--- config.mk ---
export PLATFORM = sky130hd
export DESIGN_NAME = fetch_unit_flat
export DESIGN_NICKNAME = d
export VERILOG_FILES = /design/src/rtl/fetch_unit_if.sv /design/src/rtl/fetch_unit.sv /design/src/flat_wrapper.sv
export SDC_FILE = /design/constraint.sdc
export NUM_CORES = 1
export LEC_CHECK = 0
export ABC_AREA = 1
export CAP_MARGIN = 0
export CORE_UTILIZATION = 40
export CTS_BUF_LIST = sky130_fd_sc_hd__clkbuf_16
export DETAILED_ROUTE_END_ITERATION = 8
export GPL_TIMING_DRIVEN = 0
export PLACE_DENSITY = 0.87
export SKIP_LAST_GASP = 1
export SYNTH_ARGS = -nofsm -noshare
export SYNTH_HDL_FRONTEND = slang
export SYNTH_SLANG_ARGS = --single-unit
--- constraint.sdc ---
create_clock -name clk -period 1.45 [get_ports clk]
set_clock_uncertainty 0.15 [all_clocks]
set_input_delay 0.29 -clock clk [delete_from_list [all_inputs] [get_ports clk]]
set_output_delay 0.29 -clock clk [all_outputs]
set_load 0.005 [all_outputs]
--- src/rtl/fetch_unit_if.sv ---
// fetch_unit_if: bus between the fetch unit, its instruction memory and the
// downstream decode stage.
//
// Handshake: ir_valid is the valid of the fetch->decode channel and stall is
// its inverted ready. A transfer completes on a rising edge where
// ir_valid=1 and stall=0. While stall=1, ir, pc_out and ir_valid hold
// unchanged. br_taken overrides stall and squashes the held instruction.
// im_addr/im_data form a combinational read port with no handshake.
interface fetch_unit_if;
  logic [9:0]  im_addr;
  logic [15:0] im_data;
  logic        stall;
  logic        br_taken;
  logic [9:0]  br_target;
  logic [15:0] ir;
  logic        ir_valid;
  logic [9:0]  pc_out;
  logic        halted;

  // Seen from the fetch unit.
  modport master (
    input  im_data, stall, br_taken, br_target,
    output im_addr, ir, ir_valid, pc_out, halted
  );

  // Seen from the memory/decode side.
  modport slave (
    output im_data, stall, br_taken, br_target,
    input  im_addr, ir, ir_valid, pc_out, halted
  );
endinterface

--- src/rtl/fetch_unit.sv ---
// fetch_unit: single-cycle instruction fetch with branch redirect and an
// optional halt instruction.
// The macro FETCH_HALT_EN enables halt detection. When it is undefined,
// halt-opcode words are ordinary instructions, halted is held at 0, and the
// FSM never leaves RUN.
// dbg_state_o exposes the FSM state (0=RUN, 1=HALT).
module fetch_unit #(
  parameter logic [9:0] RESET_PC    = 10'd0,
  parameter logic [3:0] HALT_OPCODE = 4'hF
) (
  input  logic          clk,
  input  logic          rst,
  fetch_unit_if.master  bus,
  output logic          dbg_state_o
);

  typedef enum logic {
    S_RUN  = 1'b0,
    S_HALT = 1'b1
  } state_t;

`ifdef FETCH_HALT_EN
  localparam logic HALT_EN = 1'b1;
`else
  localparam logic HALT_EN = 1'b0;
`endif

  state_t      state_q, state_d;
  logic [9:0]  pc_q, pc_d;
  logic [15:0] ir_q, ir_d;
  logic        ir_valid_q, ir_valid_d;
  logic [9:0]  pc_out_q, pc_out_d;
  logic        halted_q, halted_d;
  logic        halt_req;

  // A fetched word is a halt only when halt detection is built in.
  assign halt_req = HALT_EN & (bus.im_data[15:12] == HALT_OPCODE);

  // State register and datapath registers, cleared asynchronously.
  always_ff @(posedge clk or negedge rst) begin
    if (!rst) begin
      state_q    <= S_RUN;
      pc_q       <= RESET_PC;
      ir_q       <= 16'h0000;
      ir_valid_q <= 1'b0;
      pc_out_q   <= 10'd0;
      halted_q   <= 1'b0;
    end else begin
      state_q    <= state_d;
      pc_q       <= pc_d;
      ir_q       <= ir_d;
      ir_valid_q <= ir_valid_d;
      pc_out_q   <= pc_out_d;
      halted_q   <= halted_d;
    end
  end

  // Next-state logic. A branch beats a stall. A halt word loads like any
  // other instruction but freezes the pc on its own address.
  always_comb begin
    state_d    = state_q;
    pc_d       = pc_q;
    ir_d       = ir_q;
    ir_valid_d = ir_valid_q;
    pc_out_d   = pc_out_q;
    halted_d   = halted_q;
    case (state_q)
      S_RUN: begin
        if (bus.br_taken) begin
          pc_d       = bus.br_target;
          ir_d       = 16'h0000;
          ir_valid_d = 1'b0;
        end else if (!bus.stall) begin
          ir_d       = bus.im_data;
          pc_out_d   = pc_q;
          ir_valid_d = 1'b1;
          if (halt_req) begin
            state_d = S_HALT;
          end else begin
            pc_d = pc_q + 10'd1;
          end
        end
      end
      S_HALT: begin
        // Everything holds except the flag and the valid. Only reset leaves HALT.
        ir_valid_d = 1'b0;
        halted_d   = 1'b1;
      end
      default: begin
        state_d = S_RUN;
      end
    endcase
  end

  assign bus.im_addr  = pc_q;
  assign bus.ir       = ir_q;
  assign bus.ir_valid = ir_valid_q;
  assign bus.pc_out   = pc_out_q;
  assign bus.halted   = halted_q & HALT_EN;
  assign dbg_state_o  = state_q;

endmodule

--- src/flat_wrapper.sv ---
// flat-port wrapper written by rule: the top's interface ports become plain ports
module fetch_unit_flat 
#(
  parameter logic [9:0] RESET_PC    = 10'd0,
  parameter logic [3:0] HALT_OPCODE = 4'hF
)
  (clk, rst, dbg_state_o, bus_im_data, bus_stall, bus_br_taken, bus_br_target, bus_im_addr, bus_ir, bus_ir_valid, bus_pc_out, bus_halted);
  fetch_unit_if bus_i ();
  input  logic clk;
  input  logic rst;
  output logic dbg_state_o;
  input wire logic [$bits(bus_i.im_data)-1:0] bus_im_data;
  input wire logic [$bits(bus_i.stall)-1:0] bus_stall;
  input wire logic [$bits(bus_i.br_taken)-1:0] bus_br_taken;
  input wire logic [$bits(bus_i.br_target)-1:0] bus_br_target;
  output wire logic [$bits(bus_i.im_addr)-1:0] bus_im_addr;
  output wire logic [$bits(bus_i.ir)-1:0] bus_ir;
  output wire logic [$bits(bus_i.ir_valid)-1:0] bus_ir_valid;
  output wire logic [$bits(bus_i.pc_out)-1:0] bus_pc_out;
  output wire logic [$bits(bus_i.halted)-1:0] bus_halted;
  assign bus_i.im_data = bus_im_data;
  assign bus_i.stall = bus_stall;
  assign bus_i.br_taken = bus_br_taken;
  assign bus_i.br_target = bus_br_target;
  assign bus_im_addr = bus_i.im_addr;
  assign bus_ir = bus_i.ir;
  assign bus_ir_valid = bus_i.ir_valid;
  assign bus_pc_out = bus_i.pc_out;
  assign bus_halted = bus_i.halted;
  fetch_unit #(.RESET_PC(RESET_PC), .HALT_OPCODE(HALT_OPCODE)) u_core (.clk(clk), .rst(rst), .bus(bus_i), .dbg_state_o(dbg_state_o));
endmodule
Fig. 1: run 1, signal wires on met1
Scale: 6 px per µm.
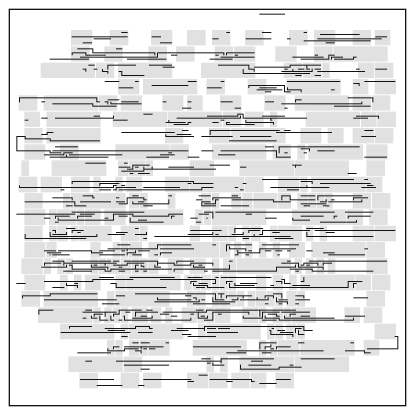
The layer carries 1940 µm of wire. 248 nets have wire on it. The longest straight run is 22.5 µm.

Fig. 2: run 1, signal wires on met2
Scale: 8 px per µm.
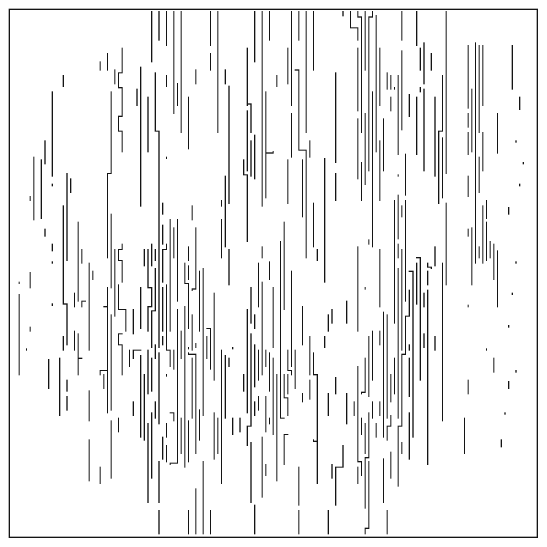
The wires run mostly vertical. The longest straight run is 27.5 µm. 250 nets have wire on it.
via count: 1535
M2 GR Usage: 34.1%
final wirelength: 4280 µm

Fig. 3: run 1, met3 routing
Scale: 4 px per µm.
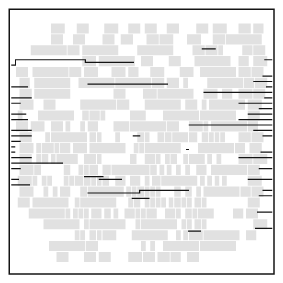
The wires run mostly horizontal. 41 nets have wire on it. The longest straight run is 20.6 µm.

Fig. 4: run 1, congestion heat map
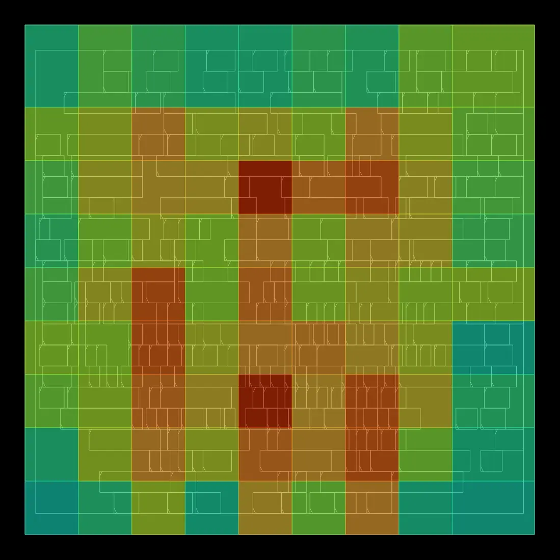
met1 usage: 27.0%
grt peak-use layer: met2

==> impl_metrics.tcl, run 1 <==
# implementation run metrics
set metrics [dict create \
    gr-total-overflow 0 \
    cts-root-buf "clkbuf_16" \
    tightest_slew_ns 0.503 \
    syn_area_per_cell_um2 9.20 \
    die_y_um 65.8 \
    synth_cells 177 \
    postCtsHoldBufs 1 \
    p_int_mw 2.08 \
    largest_reg_flops 16 \
    seq-power_mw 1.19 \
    antenna_found_initial 0 \
    final_layout_top_logic_cell "nand2_1" \
    design.core.area_um2 3770 \
    r2r_cells 7 \
    drtIter0Drc 75 \
    grt_start_max_net_pins 38 \
    min_path_type "flop to flop" \
    ys_cells 177 \
    cts_buffer_depth 2 \
    cts_tree "built" \
    hold-path-endpoint "u_core.bus.pc_out[5]" \
    layout_min_cycle_time_ns 1.44 \
    chip_area_um2 4330 \
    grt_util_met3_pct 6.38 \
    slew_headroom_pct 66.5 \
    rsz0062_at_grt "yes" \
    placementRows 22 \
    routed.top_layer "met4" \
    swShare_pct 25.0 \
    ir_worst_vdd_uv 668 \
    power_leakage_nw 1.35 \
    layout.cells.non_filler 319 \
    fin_tns_setup_ns 0 \
    cts-resized-gates 38 \
    worst_path_max_delay_cell "clkdlybuf4s50_1" \
    worst-path-max-fanout 10 \
    power_frac_seq_pct 42.8 \
    stdcell_area_um2 2620 \
    vias_per_cell 4.81 \
    hpwl_um 2880 \
    diodes 0 \
    gp_congestion 0.860 \
    worstPathCellList "clkdlybuf4s50_1 -> inv_1 -> nand2_4 -> buf_4 -> nor2_1 -> nand2_1 -> nand3_1" \
    arrival_ns 1.45 \
    hold_depth 2 \
    power.switching_mw 0.694 \
    cts_sinks 37 \
    fmax_mhz 694 \
    antenna_left 0 \
    ys_seq_share_pct 56.8 \
    cts_post_setup_buffers_inserted 18 \
    hold_viol 0 \
    first_global_vias 1471 \
    dp_cells 292 \
    critical_path_required_ns 1.46 \
    max_cap_violations 0 \
    io-pin-count 69 \
    p_comb_mw 0.577 \
    syn2layout_area_growth_pct 60.6 \
    met2_length_um 2030 \
    r2r_start "u_core.bus.im_addr[0]" \
    cpPeakStageDelay_ns 0.56 \
    comb_power_share_pct 20.8 \
    fp-utilization_pct 43.2 \
    synth-seq-cells 37 \
    track_usage_pct 21.2 \
    r2r_end "u_core.bus.im_addr[8]" \
    warning_count 27 \
    portBuffers 66 \
    synth_area_leader_cell "dfrtp_1" \
    period_used_pct 99.4 \
    crit_family "buffers and inverters" \
    hp-start "u_core.bus.pc_out[5]" \
    yosysWarningCount 0 \
    clkLatencyLatePin_ns 0.28 \
    pg_clk_mw 1.01 \
    fill_cells 306 \
    wl_met3_um 270 \
    cp_num_buf_inv 3 \
    yosysUniqueCellTypes 21 \
    dr.pass1.iters 4 \
    clk_pin_slew_ns 0.05 \
    final.setup.worst_slack_ns 0.00914 \
    top_cells_by_area "dfrtp_1 57%, nand2_1 9.9%, a22o_1 8.6%" \
    power_leader "registers" \
    critical_path_class "input pin to flop" \
    nNetsFinal 301 \
    ys_area_um2 1630 \
    wl_met1_um 1940 \
    drc 0 \
    place_ws_ns -0.262 \
    whs_ns 0.315 \
    die_w_um 65.8 \
    most-common-layout-cells "43 x nand2_1, 37 x dlygate4sd2_1, 36 x dfrtp_1, 28 x clkdlybuf4s50_1, 26 x nor2_1" \
    pwr-share-clk_pct 36.4 \
    setup_viol 0 \
    top_cell_area_share_pct 56.8 \
    drv_slew 0 \
    dpl_cell_area_um2 2350 \
    numCtsBuffers 5 \
    setup.worst_path.end_class "flop" \
    cts.htree.levels 2 \
    detail_route.wl_per_cell_um 13.4 \
    startpoint_type "input pin" \
    drive_gt1_share_pct 16.6 \
    grt_first_pass_wirelength_um 6830 \
    netlist_area_um2 1630 \
    cellPowerDensity_nw_per_um2 1060 \
    run_status "completed" \
    regToRegSetupSlack_ns 0.07 \
]
[run 1: metrics by stage]
step / total power, mW / util [%]
after floorplan: 1.42 / -
after global placement: 1.76 / 62.4
after detailed placement: 1.77 / 62.3
after CTS: 2.79 / 68.6
after global routing: 2.92 / 69.4
final: 2.77 / 69.4
[run 1: cells by family (layout without fill, tap and decap cells)]
logic type	after synthesis	count (layout)	share of synthesized area, %
XOR/XNOR	1	1	0.538
other	1	2	0.230
buffers and inverters	21	114	6.91
AND/OR/NAND/NOR	90	90	22.9
AND-OR/OR-AND	26	26	11.8
adder cells (fa/ha/maj)	1	1	0.768
flip-flops	37	37	56.8
[run 1: synth_stat cells]
library cell,number
a21oi_1,1
a22o_1,16
buf_2,3
buf_4,4
buf_6,2
conb_1,1
dfrtp_1,37
ha_1,1
inv_1,10
inv_2,2
nand2_1,43
nand2_2,2
nand3_1,12
nand3b_1,2
nand4_1,2
nor2_1,28
nor2_2,1
o21ai_0,6
o21ai_1,2
o21bai_1,1
xnor2_1,1
[run 1: final cells by class]
cell class	instances	area, µm²	area share (%)
well taps	48	60.1	2.30
clock inverters	3	13.8	0.526
plain buffers	9	71.3	2.73
multi-input cells	120	617	23.6
inverters	12	45.0	1.72
repair buffers	85	757	28.9
flip-flops and latches	37	927	35.4
clock buffers	5	125	4.78
[run 1: how the worst max path moves through the flow]
stage	cells after the start	startpoint	endpoint
final	7	bus_stall	u_core.bus.im_addr[9]
after global placement	1	rst	u_core.bus.ir[5]
after detailed placement	6	bus_br_taken	u_core.bus.ir[12]
after floorplan	6	u_core.bus.im_addr[0]	u_core.bus.im_addr[6]
after global routing	7	u_core.bus.im_addr[0]	u_core.bus.im_addr[8]
after CTS	7	u_core.bus.im_addr[0]	u_core.bus.im_addr[8]
==> run 1 -> run 2 <==
Settings changed: CTS_CLUSTER_DIAMETER set to 100.
Fig. 5: run 2, met3 routing
Scale: 4 px per µm.
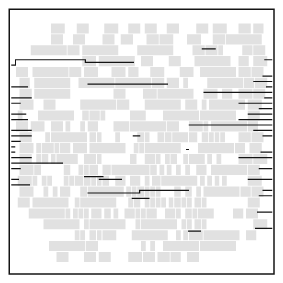
met3 usage: 6.38%

==> impl_metrics.tcl, run 2 <==
# implementation run metrics
set metrics [dict create \
    critical_path_class "input pin to flop" \
    hpwl_um 2880 \
    io-pin-count 69 \
    ys_area_um2 1630 \
    layout.cells.non_filler 319 \
    top_cells_by_area "dfrtp_1 57%, nand2_1 9.9%, a22o_1 8.6%" \
    cts-resized-gates 38 \
    die_w_um 65.8 \
    gr-total-overflow 0 \
    die_y_um 65.8 \
    dp_cells 292 \
    compound_area_share_pct 11.8 \
    ys_seq_share_pct 56.8 \
    ys_async_sr_fraction_pct 100 \
    vias_per_cell 4.81 \
    worst-path-max-fanout 10 \
    setup.worst_path.end_class "flop" \
    drt_wl_total_um 4280 \
    place_ws_ns -0.262 \
    grt_first_pass_wirelength_um 6830 \
    synth-seq-cells 37 \
    ys_cells 177 \
    drive_gt1_share_pct 16.6 \
    cts-root-buf "clkbuf_16" \
    critical_path_required_ns 1.46 \
    tightest_slew_ns 0.503 \
    dpl_cell_area_um2 2350 \
    fin_tns_setup_ns 0 \
    power_mw 2.77 \
    synth_area_leader_cell "dfrtp_1" \
    startpoint_type "input pin" \
    antenna_left 0 \
    top_cell_area_share_pct 56.8 \
    track_usage_pct 21.2 \
    whs_ns 0.315 \
    hold_viol 0 \
    clkLatencyLatePin_ns 0.28 \
    syn2layout_area_growth_pct 60.6 \
    fmax_mhz 694 \
    syn_area_per_cell_um2 9.20 \
    cts_sinks 37 \
    synth_cells 177 \
    warning_count 27 \
    first_global_vias 1471 \
    dr.pass1.iters 4 \
    xor_area_share_pct 0.538 \
    antenna_found_initial 0 \
    cts.htree.levels 2 \
    slew_headroom_pct 66.5 \
    drc 0 \
    ys_sh_simple_pct 22.9 \
    detail_route.wl_per_cell_um 13.4 \
    drtIter0Drc 75 \
    ys_sh_mux_pct 0 \
    yosysWarningCount 0 \
    run_status "completed" \
    synthTopCellsByCount "43 x nand2_1, 37 x dfrtp_1, 28 x nor2_1" \
    netlist_area_um2 1630 \
    period_used_pct 99.4 \
    drv_slew 0 \
    stdcell_area_um2 2620 \
    cts_post_setup_buffers_inserted 18 \
    yosysUniqueCellTypes 21 \
    ir_worst_vdd_uv 668 \
    via_count 1535 \
    utilization_pct 69.4 \
    final.setup.worst_slack_ns 0.00914 \
    gp_congestion 0.860 \
    diodes 0 \
    max_cap_violations 0 \
]
Fig. 6: run 2, signal wires on met2
Scale: 8 px per µm.
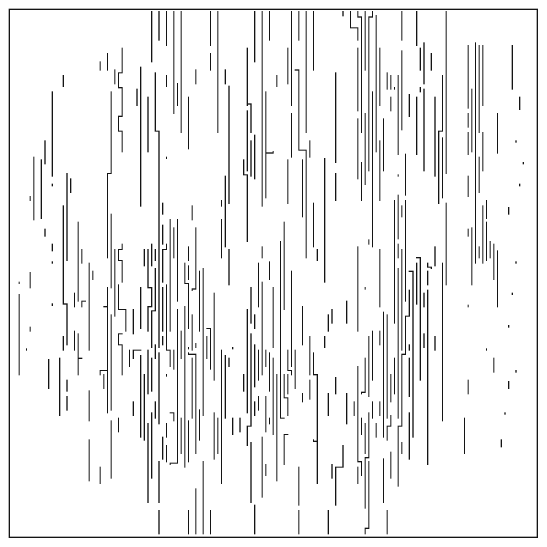
The longest straight run is 27.5 µm. 250 nets have wire on it. The layer holds 47% of the routed length.

-- run 2: final timing paths --
| path | start | end | slack (ns) | cells after the start |
|---|---|---|---|---|
| max reg2reg | u_core.bus.im_addr[0] | u_core.bus.im_addr[8] | 0.07 | 7 |
| max | bus_stall | u_core.bus.im_addr[9] | 0.009 | 7 |
| min reg2reg | u_core.bus.pc_out[5] | u_core.bus.pc_out[5] | 0.31 | 2 |
| min | u_core.bus.pc_out[5] | u_core.bus.pc_out[5] | 0.31 | 2 |
| max in group asynchronous | rst | u_core.bus.im_addr[3] | 0.38 | 2 |
| min in group asynchronous | rst | u_core.bus.im_addr[9] | 0.40 | 2 |
-- run 2: metal layers --
layer  GRT usage, %  wire length (µm)
met1           27.0              1940
met2           34.1              2030
met3           6.38               270
met4           7.34                38
met5              0                 0
-- run 2: report_power, final --
part | internal, mW | switching, mW | total [mW]
sequential | 1.14 | 0.0516 | 1.19
combinational | 0.321 | 0.257 | 0.577
clock | 0.623 | 0.386 | 1.01
-- run 2: area by class of cell --
cell class | instances | area (µm²)
Clock inverter | 3 | 13.8
Inverter | 12 | 45.0
Clock buffer | 5 | 125
Multi-Input combinational cell | 120 | 617
Fill cell | 306 | 1150
Tap cell | 48 | 60.1
Timing Repair Buffer | 85 | 757
Buffer | 9 | 71.3
Sequential cell | 37 | 927
-- run 2: cell families after synthesis --
logic type | after synthesis
adders and majority gates | 1
DFF | 37
other | 1
buffers and inverters | 21
xor gates and xnor gates | 1
AOI/OAI and AO/OA | 26
and+or+nand+nor | 90
-- run 2: worst max-delay path, stage by stage --
cell and delay, ns:
clkdlybuf4s50_1 0.56, inv_1 0.11, nand2_4 0.13, buf_4 0.19, nor2_1 0.05, nand2_1 0.06
nand3_1 0.06
Power is estimated from default activity; no workload was simulated.
